**src/rtl/latch_checker_sat_counter.sv**
```systemverilog
// sat_counter: W-bit up counter that stops at all-ones instead of wrapping.
//   clk    - clock, rising edge
//   reset  - asynchronous active-high clear
//   inc    - count one on this edge
//   count  - current value
module sat_counter #(
    parameter int unsigned W = 8
) (
    input  logic         clk,
    input  logic         reset,
    input  logic         inc,
    output logic [W-1:0] count
);

    logic [W-1:0] count_q;
    logic [W-1:0] count_d;

    always_comb begin
        count_d = count_q;
        if (inc && !(&count_q)) begin
            count_d = count_q + 1'b1;
        end
    end

    always_ff @(posedge clk or posedge reset) begin
        if (reset) begin
            count_q <= '0;
        end else begin
            count_q <= count_d;
        end
    end

    assign count = count_q;

endmodule

```
**config.mk**
```make
export PLATFORM = sky130hd
export DESIGN_NAME = sat_counter
export DESIGN_NICKNAME = d
export VERILOG_FILES = /design/src/rtl/latch_checker_sat_counter.sv
export SDC_FILE = /design/constraint.sdc
export NUM_CORES = 1
export LEC_CHECK = 0
export CAP_MARGIN = 10
export CORE_AREA = 2 2 39 41
export DETAILED_ROUTE_END_ITERATION = 8
export DIE_AREA = 0 0 41 43
export PLACE_DENSITY_LB_ADDON = 0.15
export SYNTH_ARGS = -nofsm -noshare
export SYNTH_HDL_FRONTEND = slang
export SYNTH_SLANG_ARGS = --single-unit
```
**constraint.sdc**
```tcl
create_clock -name clk -period 1.47 [get_ports clk]
set_clock_uncertainty 0.05 [all_clocks]
set_input_delay 0.147 -clock clk [delete_from_list [all_inputs] [get_ports clk]]
set_output_delay 0.147 -clock clk [all_outputs]
set_load 0.01 [all_outputs]
```
Figure 1. Placed cells, one color a class (run 1).
Fill, decap, tap and diode cells in gray.
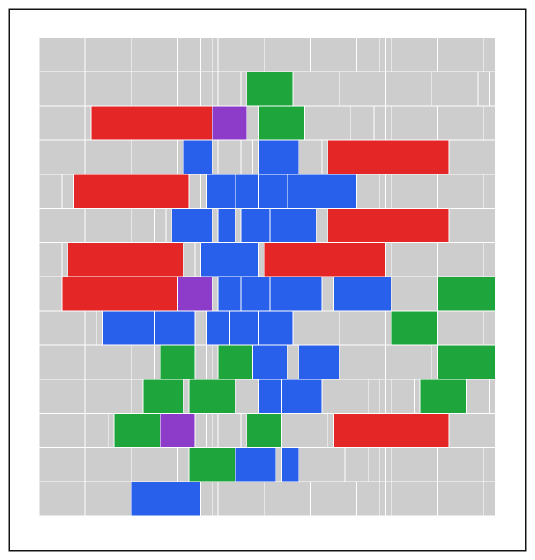
Key: registers = red [cells 8, share of their area 36%]; remaining logic cells = blue [cells 27, share of their area 38%]; clock-net drivers = purple [cells 3, share of their area 3.9%]; remaining buffers and delay cells = green [cells 13, share of their area 22%]
Util after Layout: 42.9%
flop share of the area: 34.5%

Figure 2. Wire density map (run 1).
The die is cut into 8 by 9 equal tiles; dark blue is low, red is high, scaled to the fullest tile. Values are wire area over tile area, all layers added.
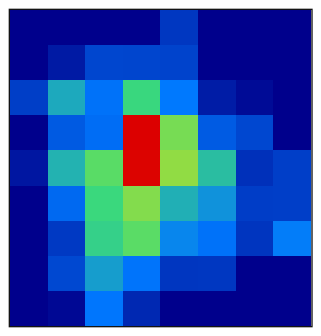
The mean over all tiles is 0.085. 9.7% of the tiles are over half the peak. The fullest tile reaches 0.46. The densest ninth of the die: center. 35% of the tiles are nearly empty.

Figure 3. Power grid (run 1).
Scale bar: 10 µm. Pins as bars on the die edge. Tap cells in gray.
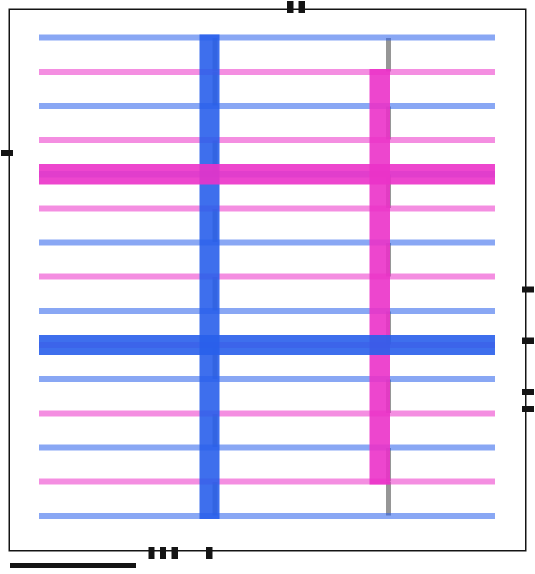
Key: VSS = blue; VDD = magenta
The core has 14 rows. 2 straps on met5. 16 tap cells. 11 signal pins sit on the boundary.

Figure 4. I/O nets highlighted (run 1).
Scale bar: 10 µm.
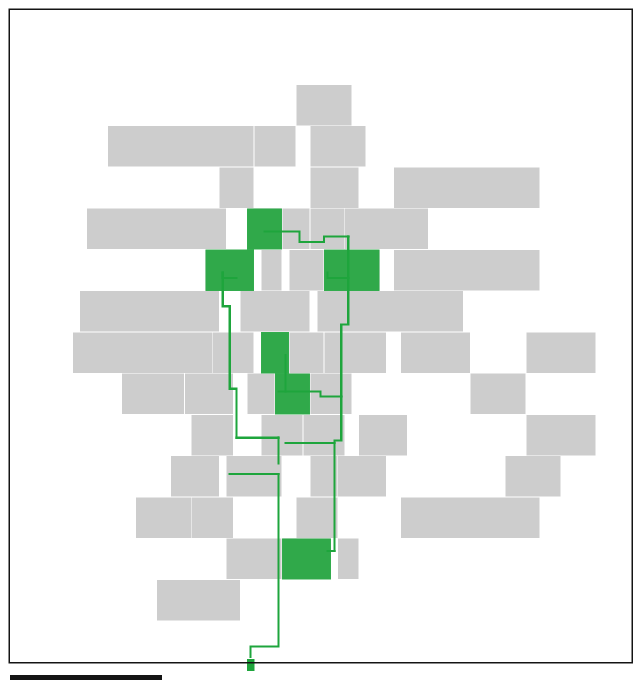
Key: inc = green [bits 1, direction input, edge bottom, end cells 6, buffers 2, wire 75.1 µm]

==> impl_metrics.tcl, run 1 <==
# yosys + openroad results
set metrics [dict create \
    yosys_warnings 0 \
    port_buffers 10 \
    leakage_nw 0.265 \
    cp_data_required_time_ns 1.27 \
    grt_overflow 0 \
    root_buffer "clkbuf_4" \
    rsz0062_at_grt "true" \
    swShare_pct 36.6 \
    chipArea_mm2 0.00176 \
    clock_power_mw 0.178 \
    intPower_mw 0.720 \
    crit_arrival_ns 1.23 \
    regArea_um2 205 \
    tool_warnings 27 \
    initCoreUtil_pct 30.2 \
    drtAntennaViolNets 0 \
    largest_reg_flops 8 \
    fp_nets 39 \
    seq-power_mw 0.460 \
    cp_max_fo 6 \
    ys_sh_xor_pct 8.38 \
    grt_usage_pct 13.8 \
    power.share.clock_pct 15.6 \
    worst_hold_path_type "in -> async" \
    crit_buf_inv 1 \
    worstSetupPathType "reg -> out" \
    fp-row-count 14 \
    status "finished clean" \
    cts_sinks 8 \
    dp_hpwl_um 706 \
    drtPass1Iterations 6 \
    ys_cells 35 \
    largestPowerGroup "combinational cells" \
    cts_buffers 3 \
    drive_gt1_share_pct 35.3 \
    crit_family "buffers and inverters" \
    grt_pass1_wl_um 1540 \
    synth_seq_share_pct 47.9 \
    coreArea_mm2 0.00138 \
    vias_per_cell 5.00 \
    clk_pin_slew_ns 0.06 \
    routed_wirelength_um 919 \
    synth_area_per_cell_um2 11.9 \
    grt_max_degree 9 \
    power_density_mw_per_mm2 1910 \
    fin_tns_setup_ns 0 \
    crit_path_max_incr_delay_ns 0.55 \
]
-- run 1: Yosys cell counts (all sizes together) --
cell type  n  area [µm²]
a21oi      1        5.00
a31oi      3        18.8
and2       2        13.8
and3       1        11.3
and4       1        8.76
and4bb     1        12.5
dfrtp      8         200
ha         1        12.5
inv        1        3.75
mux2       2        26.3
nand2b     1        6.26
nand3      3        20.0
nand4      2        18.8
nor2       1        3.75
o211ai     1        7.51
o21ai      2        13.8
xnor2      3        26.3
xor2       1        8.76
-- run 1: through the flow --
step,hold WS (ns),power (mW),setup slack (ns),cells
final,0.0831,1.13,0.0402,67
after global routing,0.131,1.22,-0.0228,67
after CTS,0.0976,1.14,0.00337,67
after detailed placement,0.378,0.971,0.0172,64
after global placement,0.369,0.940,0.118,64
after floorplan,-0.0873,0.677,0.0533,35
-- run 1: routing by layer --
layer	part of all wire (%)	up-vias	global-route usage, %
li1	-	163	-
met4	3.6	0	10.0
met2	52	12	22.8
met5	0	-	0
met3	5.7	5	4.71
met1	38	155	13.0
-- run 1: layout make-up --
class                   count  share of cell area (%)
well taps                  16                    3.37
clock buffers               3                    3.79
flip-flops and latches      8                    34.5
inverters                   1                   0.632
repair buffers             13                    21.3
multi-input cells          26                    36.4
-- run 1: kinds of logic after synthesis --
family,Yosys count
AND/OR/NAND/NOR,12
flip-flops,8
AND-OR/OR-AND,7
XOR/XNOR,4
multiplexers,2
buffers and inverters,1
adder cells (fa/ha/maj),1
-- run 1: what timing repair did --
| item | CTS | global route |
|---|---|---|
| gates resized | 3 | 5 |
| setup buffers | 0 | 0 |
| endpoints found under the setup margin | 3 | 5 |
==> run 1 -> run 2 <==
==> constraint.sdc (replaced) <==
create_clock -name clk -period 1.47 [get_ports clk]
set_clock_uncertainty 0.05 [all_clocks]
set_input_delay 0.294 -clock clk [delete_from_list [all_inputs] [get_ports clk]]
set_output_delay 0.294 -clock clk [all_outputs]
set_load 0.01 [all_outputs]
==> run 2 against run 1 <==
Maximum frequency is 0.54% higher. Critical endpoint is now count[0]. Core utilization grew 0.99 points. Critical path type unchanged. Register-to-register slack better by 0.03 ns. Flip-flop count did not move. Die area did not move.
==> impl_metrics.tcl, run 2 <==
# yosys + openroad results
set metrics [dict create \
    clk_pin_slew_ns 0.05 \
    worst_hold_path_type "in -> async" \
    grt_pass1_wl_um 1390 \
    topCellsByArea "dfrtp_1, xnor2_1, a31oi_1" \
    fin_tns_setup_ns 0 \
    ys_cells 35 \
    rsz0062_at_grt "false" \
    cts_buffers 3 \
    async_reset_ff_share_pct 100 \
    cts_sinks 8 \
    dp_slack_ns -0.00148 \
    yosys_warnings 0 \
    common_cells "dfrtp_1, a31oi_1, xnor2_1" \
    synth_area_per_cell_um2 11.9 \
    synth_seq_share_pct 47.9 \
    drtAntennaViolNets 0 \
    vias_per_cell 4.85 \
    drtPass1Iterations 4 \
    finish.utilization_pct 43.9 \
    fp_nets 39 \
    fp-row-count 14 \
    ff_type "dfrtp_1" \
    status "finished clean" \
    crit_arrival_ns 1.08 \
    leakage_nw 0.276 \
    worstSetupPathType "reg -> out" \
    routed_wirelength_um 861 \
    top_cell_area_share_pct 47.9 \
    grt_overflow 0 \
    edf_count 0 \
    cts_setup_buffers 3 \
    largest_area_cell "dfrtp_1" \
    p_total_mw 1.11 \
    chipArea_mm2 0.00176 \
]
[run 2: cell type report]
cell class | instances | area (µm²) | area share (%)
clock buffer | 3 | 22.5 | 3.70
inverter | 1 | 3.75 | 0.617
multi-input combinational | 26 | 216 | 35.6
sequential | 8 | 203 | 33.3
tap | 16 | 20.0 | 3.29
timing repair buffer | 17 | 143 | 23.5
[run 2: cell families after synthesis]
family / share of synthesized area [%]
XOR/XNOR: 8.38
adder cells (fa/ha/maj): 2.99
buffers and inverters: 0.897
AND-OR/OR-AND: 10.8
multiplexers: 6.29
AND/OR/NAND/NOR: 22.8
flip-flops: 47.9
[run 2: metal layers]
metal | share of wire [%] | global-route usage [%] | vias up
met1 | 43 | 14.2 | 163
met2 | 54 | 17.5 | 7
met3 | 2.6 | 3.14 | 0
met5 | 0 | 0 | -
met4 | 0 | 10.0 | 0
li1 | - | - | 174
[run 2: power by group]
| group | internal (mW) | switching, mW |
|---|---|---|
| Clock | 0.0933 | 0.0733 |
| Combinational | 0.291 | 0.229 |
| Sequential | 0.324 | 0.0988 |
[run 2: path summary, 6_finish.rpt]
kind                                           start              endpoint  slack, ns  cells after the start
max in group asynchronous                      reset  count[4]$_DFFE_PP0P_       0.87                      2
worst min-delay path                           reset  count[1]$_DFFE_PP0P_       0.24                      2
worst max-delay path            count[0]$_DFFE_PP0P_              count[0]       0.05                      2
min in group clk                count[0]$_DFFE_PP0P_  count[0]$_DFFE_PP0P_       0.46                      1
worst max register to register  count[0]$_DFFE_PP0P_  count[1]$_DFFE_PP0P_       0.08                      4
worst min register to register  count[0]$_DFFE_PP0P_  count[0]$_DFFE_PP0P_       0.46                      1
[run 2: worst max-delay path, stage by stage (launching register included)]
cell,delay (ns)
dfrtp_1,0.41
buf_4,0.15
dlygate4sd2_1,0.27
Figure 5. Placed cells, one color a class (run 2).
Fill, decap, tap and diode cells in gray.
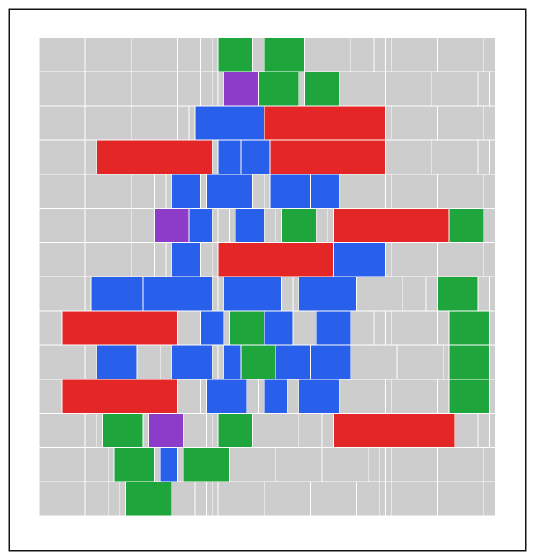
Key: remaining logic cells = blue [cells 27, share of their area 37%]; registers = red [cells 8, share of their area 34%]; clock-net drivers = purple [cells 3, share of their area 3.8%]; remaining buffers and delay cells = green [cells 17, share of their area 24%]

Figure 6. Power grid (run 2).
Scale bar: 10 µm. Pins as bars on the die edge. Tap cells in gray.
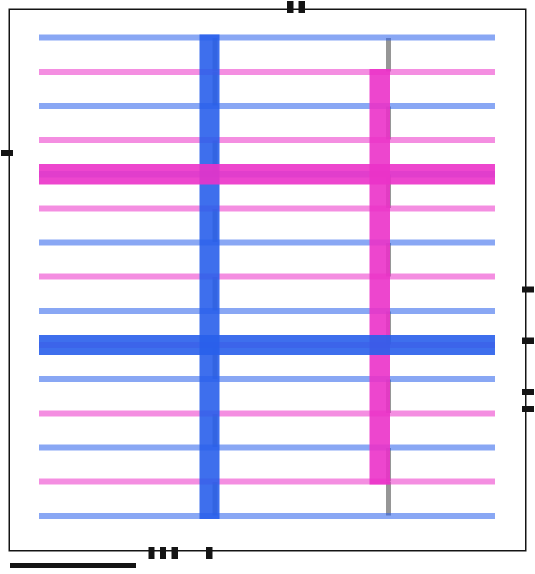
Key: VSS = blue; VDD = magenta
The core has 14 rows. 16 tap cells.

==> run 2 -> run 3 <==
Settings changed: CORE_AREA 2 2 39 41 to unset, CORE_UTILIZATION set to 25, DIE_AREA 0 0 41 43 to unset.
==> run 3 against run 2 <==
Non-clock buffer count is 4 higher. Routed wire length rose by 9.3%. Sequential power down 2%. Area after synthesis did not move. Global-route usage down 0.16 points. Synthesized cell count unchanged. Flip-flop count did not move. Critical path depth did not move. Largest power group unchanged.
==> impl_metrics.tcl, run 3 <==
# yosys + openroad results
set metrics [dict create \
    status "finished clean" \
    root_buffer "clkbuf_4" \
    slowest_stage "dfrtp_1" \
    largestPowerGroup "combinational cells" \
    crit_chain "buf_4, dlygate4sd2_1" \
    topCellsByArea "dfrtp_1, xnor2_1, a31oi_1" \
    top_cell_area_share_pct 47.9 \
    yosys_warnings 0 \
    busiest_layer "met1" \
    clock_power_mw 0.169 \
    port_buffers 10 \
    intPower_mw 0.733 \
    regArea_um2 201 \
    final-comb-area_um2 216 \
    drtAntennaViolNets 0 \
    met3_wirelength_um 43 \
    power.share.clock_pct 14.6 \
    met3_usage_pct 2.55 \
    swShare_pct 36.5 \
    routed_wirelength_um 941 \
    grt_pass1_wl_um 1610 \
    worstSetupPathType "reg -> out" \
    seq-power_mw 0.415 \
    synth_area_per_cell_um2 11.9 \
    r2r_slack_ns 0.09 \
    common_cells "dfrtp_1, a31oi_1, xnor2_1" \
    drt-met1-wl_um 449 \
    async_reset_ff_share_pct 100 \
    hold_ws_ns 0.238 \
    met1_usage_pct 17.1 \
    drive_gt1_share_pct 39.0 \
    edf_count 0 \
    crit_path_max_incr_delay_ns 0.38 \
    grtUsageMet2_pct 17.0 \
    dp_hpwl_um 679 \
    clk_pin_slew_ns 0.05 \
]
==> run 3: cell counts after synthesis <==
No cell type changed its count.
==> run 3: worst max path at each step <==
stage	from	end	slack, ns	cells after the start
global placement	inc	count[7]$_DFFE_PP0P_	-0.009	4
finish	count[0]$_DFFE_PP0P_	count[0]	0.07	2
detailed placement	inc	count[7]$_DFFE_PP0P_	-0.03	4
CTS	count[0]$_DFFE_PP0P_	count[1]$_DFFE_PP0P_	0.03	4
floorplan	count[0]$_DFFE_PP0P_	count[1]$_DFFE_PP0P_	0.05	4
global route	count[1]$_DFFE_PP0P_	count[1]$_DFFE_PP0P_	-0.005	4
==> run 3: through the flow <==
step                      util, %  total power, mW  setup TNS, ns  setup WS, ns
after floorplan                 -            0.677              0        0.0533
after global placement       37.8            0.949        -0.0169      -0.00929
after detailed placement     37.8            0.967        -0.0720       -0.0292
after CTS                    40.2             1.12              0        0.0316
after global routing         41.3             1.26       -0.00487      -0.00487
final                        41.3             1.16              0        0.0665
==> run 3: final cells by class <==
cell class	count	area share, %
tap	16	3.14
clock buffer	3	3.54
timing repair buffer	21	27.1
inverter	1	0.589
multi-input combinational	26	34.0
sequential	8	31.6
==> run 3: critical path, delay by kind of cell, from the launching register on <==
| kind | cells | cell delay, ns |
|---|---|---|
| buffers and inverters | 2 | 0.43 |
| DFF | 1 | 0.38 |
==> run 3: logic make-up (layout without fill, tap and decap cells) <==
logic type | Yosys count | count (layout) | share of synthesized area, %
flops | 8 | 8 | 47.9
simple gates | 12 | 12 | 22.8
fa+ha+maj | 1 | 1 | 2.99
mux | 2 | 2 | 6.29
xor+xnor | 4 | 4 | 8.38
buf+inv | 1 | 25 | 0.897
compound gates | 7 | 7 | 10.8
Figure 7. Cell outlines without signal wires (run 3).
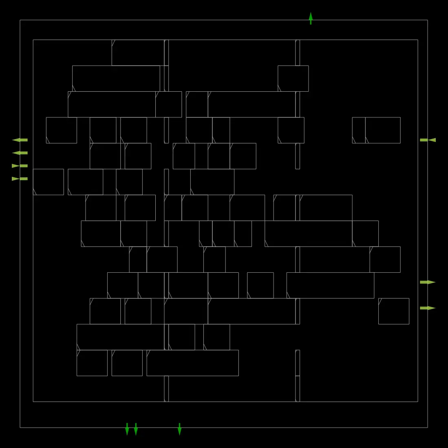
Core Area: 0.00154 mm²
non-filler cells, final: 75
flop count: 8
row count: 14
Util after Layout: 41.3%

Figure 8. Wire density map (run 3).
The die is cut into 9 by 9 equal tiles; dark blue is low, red is high, scaled to the fullest tile. Values are wire area over tile area, all layers added.
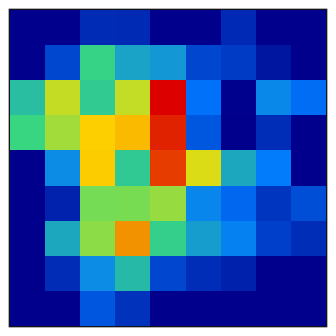
The densest ninth of the die: center. The mean over all tiles is 0.079. The fullest tile reaches 0.31. 19% of the tiles are over half the peak. 31% of the tiles are nearly empty. The emptiest ninth of the die: lower right.
GRT Util Overall: 12.0%
WL per Instance: 12.5 µm
Vias: 369

Power figures rest on the tool's default switching activity, not on a simulated workload.
